==> config.mk <==
export PLATFORM = sky130hd
export DESIGN_NAME = sine_voice_scheduler
export DESIGN_NICKNAME = d
export VERILOG_FILES = /design/src/rtl/sine_voice_scheduler.sv
export SDC_FILE = /design/constraint.sdc
export NUM_CORES = 1
export LEC_CHECK = 0
export ABC_CLOCK_PERIOD_IN_PS = 9390
export CORE_UTILIZATION = 50
export CTS_CLUSTER_SIZE = 16
export DETAILED_ROUTE_END_ITERATION = 6
export PLACE_DENSITY_LB_ADDON = 0.2
export SLEW_MARGIN = 15
export SYNTH_ARGS = -nofsm -noshare
export SYNTH_HDL_FRONTEND = slang
export SYNTH_SLANG_ARGS = --single-unit
==> constraint.sdc <==
create_clock -name clk -period 9.39 [get_ports clk]
set_clock_uncertainty 0.2 [all_clocks]
set_input_delay 2.817 -clock clk [delete_from_list [all_inputs] [get_ports clk]]
set_output_delay 2.817 -clock clk [all_outputs]
set_load 0.01 [all_outputs]
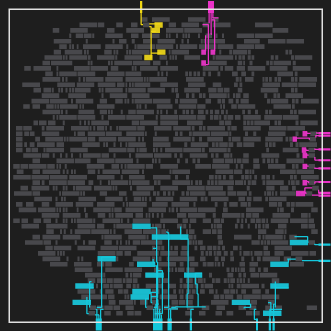
*I/O nets highlighted*
(2 px per um)
Yellow is `cfg_en`, bits 1, direction input, end cells 4, wire 37.8 um. Magenta is `lut_addr`, bits 11, direction output, end cells 11, wire 123 um. Cyan is `dout`, bits 16, direction output, end cells 16, wire 466 um.
I/O pin cnt: 72
Port-buffer cells: 71

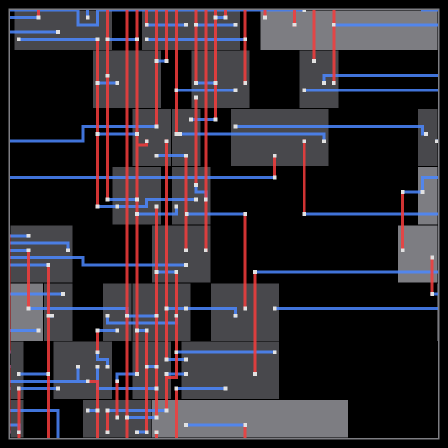
*Layout detail*
Region (107, 107) to (127, 127) um. Cells in gray, sequential cells in the stronger gray; small squares are vias.
Red is met2. Blue is met1.
23 logic cells have their middle in the window. Most frequent: ha_1 (4), inv_1 (3). Sequential cells in the window: 2.

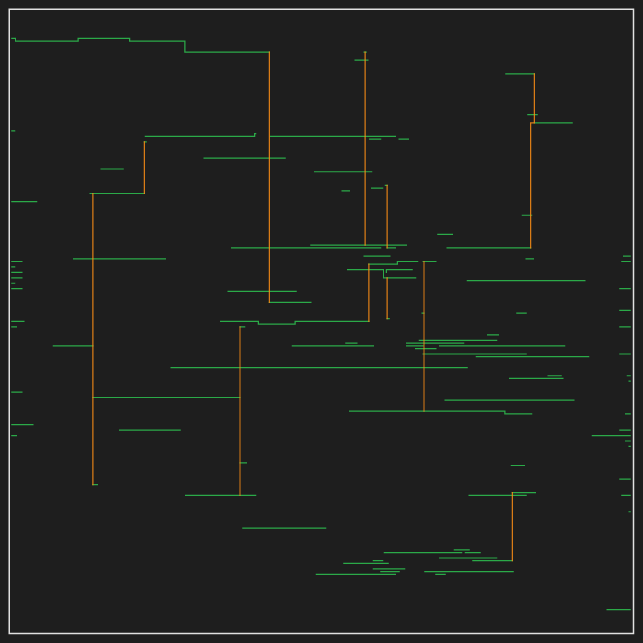
*Metal layers overlaid*
(4 px per um) Only two layers are drawn.
Green is met3, wire length 1,120 um. Orange is met4, wire length 378 um.
post-DR wirelength/cell: 17.5 um
final wirelength: 25,700 um
Overall Global Routing Usage: 22.1%
DR vias: 8,219

==> results.cfg <==
; yosys + openroad results
[setup_path]
rrSetupSlack_ns = 5.11
criticalPathCategory = reg -> out
arrival_ns = 3.41
startpoint_type = flop
crit_required_ns = 6.37
ff2ff_path_depth = 12
endpoint_kind = primary output
critical_path.max_fanout = 21

[die]
core_um2 = 22900
chip_area_um2 = 24200
core_util_floorplan_pct = 51.5
die-width_um = 156
num_tap_cells = 313
num_rows = 55
die_y_um = 156

[global_routing]
grt_pass1_vias = 8142
overflow = 0
grt_max_degree = 143
grt_pass1_wl_um = 42500
antenna_found_initial = 0

[placement]
dp_hpwl_um = 16300
gp_congestion = 0.829

[finish]
logic_area_um2 = 5340
buffer_area_share_pct = 5.84
seq_area_share_pct = 45.0
final.clkbuf_count = 33
largestClassByArea = sequential cells
layout-drive-gt1-share_pct = 15.3
diodes = 0
n_sequential_cell = 245
clk_share_pct = 6.51
sh_comb_area_pct = 39.2
fin_nets = 1222
fill_cells = 1911
inverters = 20
comb_cells = 766
seq_area_um2 = 6130
buffers = 80
syn_to_final_growth_pct = 15.3

[clocking]
root_buffer = clkbuf_16
clock_latency_ns = 0.53
cts_tree = built
post_cts.repair.setup_buffers = 0
cts.path.max_buffers = 3
hold_buffers = 0
numCtsBuffers = 26
path_clk_slew_ns = 0.06
cts_htree_levels = 1
postCtsResizedCells = 0
cts_sinks = 245

[sta]
setup_violations = 0
final-max-slew-violation-count = 0
relSlewSlack_pct = 22.3
worstMarginPinSlew_ns = 1.17
fmax_mhz = 155
rsz0062_at_grt = false
fin_tns_setup_ns = 0
hold_viol_final = 0
period_needed_ns = 6.43
finalClockPeriodUsage_pct = 68.5

[synth]
syn_area_um2 = 11800
avgSynthCellArea_um2 = 10.8
ys_seq_share_pct = 51.9
synth_top_flop_cell = dfrtp_1
synth_top_area_share_pct = 51.9
syn_inst = 1090
most_common_cell = dfrtp_1
synth_area_leader_cell = dfrtp_1
ys_area_um2 = 11800
top_cells_by_count = dfrtp_1, nand2_1, o21ai_0
yosys.cell_types.count = 61
async_flop_share_pct = 100
ys.flops = 245
fp_nets = 1173
yosys_cells = 1090
synth-edff-count = 0
area_leaders = dfrtp_1, nand2_1, mux2_2, mux4_2, ha_1
synth_warnings = 0

[pwr]
ir_worst_vdd_uv = 180
power.leakage_nw = 6.24
total_power_mw = 4.73
power_density_nw_per_um2 = 348

[route]
drc = 0
drtPass1Iterations = 7
viasPerCell = 5.60
final_antenna_net_count = 0
drt-initial-drc-count = 599

[run]
maxCapViolations = 0
warnings = 36

[worst_hold_path]
hp-class = reg -> reg
holdPathStages = 2

[status]
outcome = complete, no violations
worst max-delay path, cell delays in order, from the launching register on:
cell and delay, ns:
dfrtp_2 0.79, buf_4 0.50, mux4_2 0.70, and2_1 0.34, clkdlybuf4s50_1 0.53
layout by cell type (no fill, tap or decap), drive strengths merged, types with 10 or more instances in the layout:
master / count
buf: 10
ha: 40
nand3: 69
mux2: 80
dfrtp: 245
clkdlybuf4s50: 70
inv: 20
nor2: 31
clkbuf: 33
mux4: 33
a21oi: 26
xnor2: 11
and3: 16
o21ai: 100
nand2: 240
mux2i: 10
routing by layer:
layer / global-route usage, % / part of all wire [%] / routed length [um] / vias up
li1: - / - / - / 3930
met1: 32.8 / 49 / 12500 / 4090
met2: 34.9 / 46 / 11700 / 170
met3: 2.89 / 4.3 / 1120 / 29
met4: 4.53 / 1.5 / 377 / 0
met5: 0 / 0 / 0 / -
power by group:
| part | total [mW] | internal [mW] | switching (mW) |
|---|---|---|---|
| logic | 2.01 | 0.876 | 1.13 |
| registers | 1.67 | 1.43 | 0.233 |
| clock network | 1.06 | 0.647 | 0.413 |
| total | 4.73 | 2.96 | 1.78 |
per-stage QoR:
stage / instances / hold slack, ns / instance area (um2) / worst slack [ns] / utilization, %
2_1_floorplan: 1090 / 0.233 / 11800 / 4.52 / -
6_report: 1468 / 0.255 / 13600 / 2.96 / 59.4
4_1_cts: 1468 / 0.258 / 13600 / 2.90 / 59.4
3_5_place_dp: 1424 / 0.244 / 12700 / 3.16 / 55.6
3_3_place_gp: 1424 / 0.240 / 12700 / 3.11 / 55.6
5_1_grt: 1468 / 0.283 / 13600 / 2.75 / 59.4
cells by family after synthesis:
group / share of synthesized area [%]
fa+ha+maj: 4.58
simple gates: 14.8
mux: 14.8
flops: 51.9
xor+xnor: 1.55
buf+inv: 2.99
compound gates: 9.41
Power figures rest on the tool's default switching activity, not on a simulated workload.
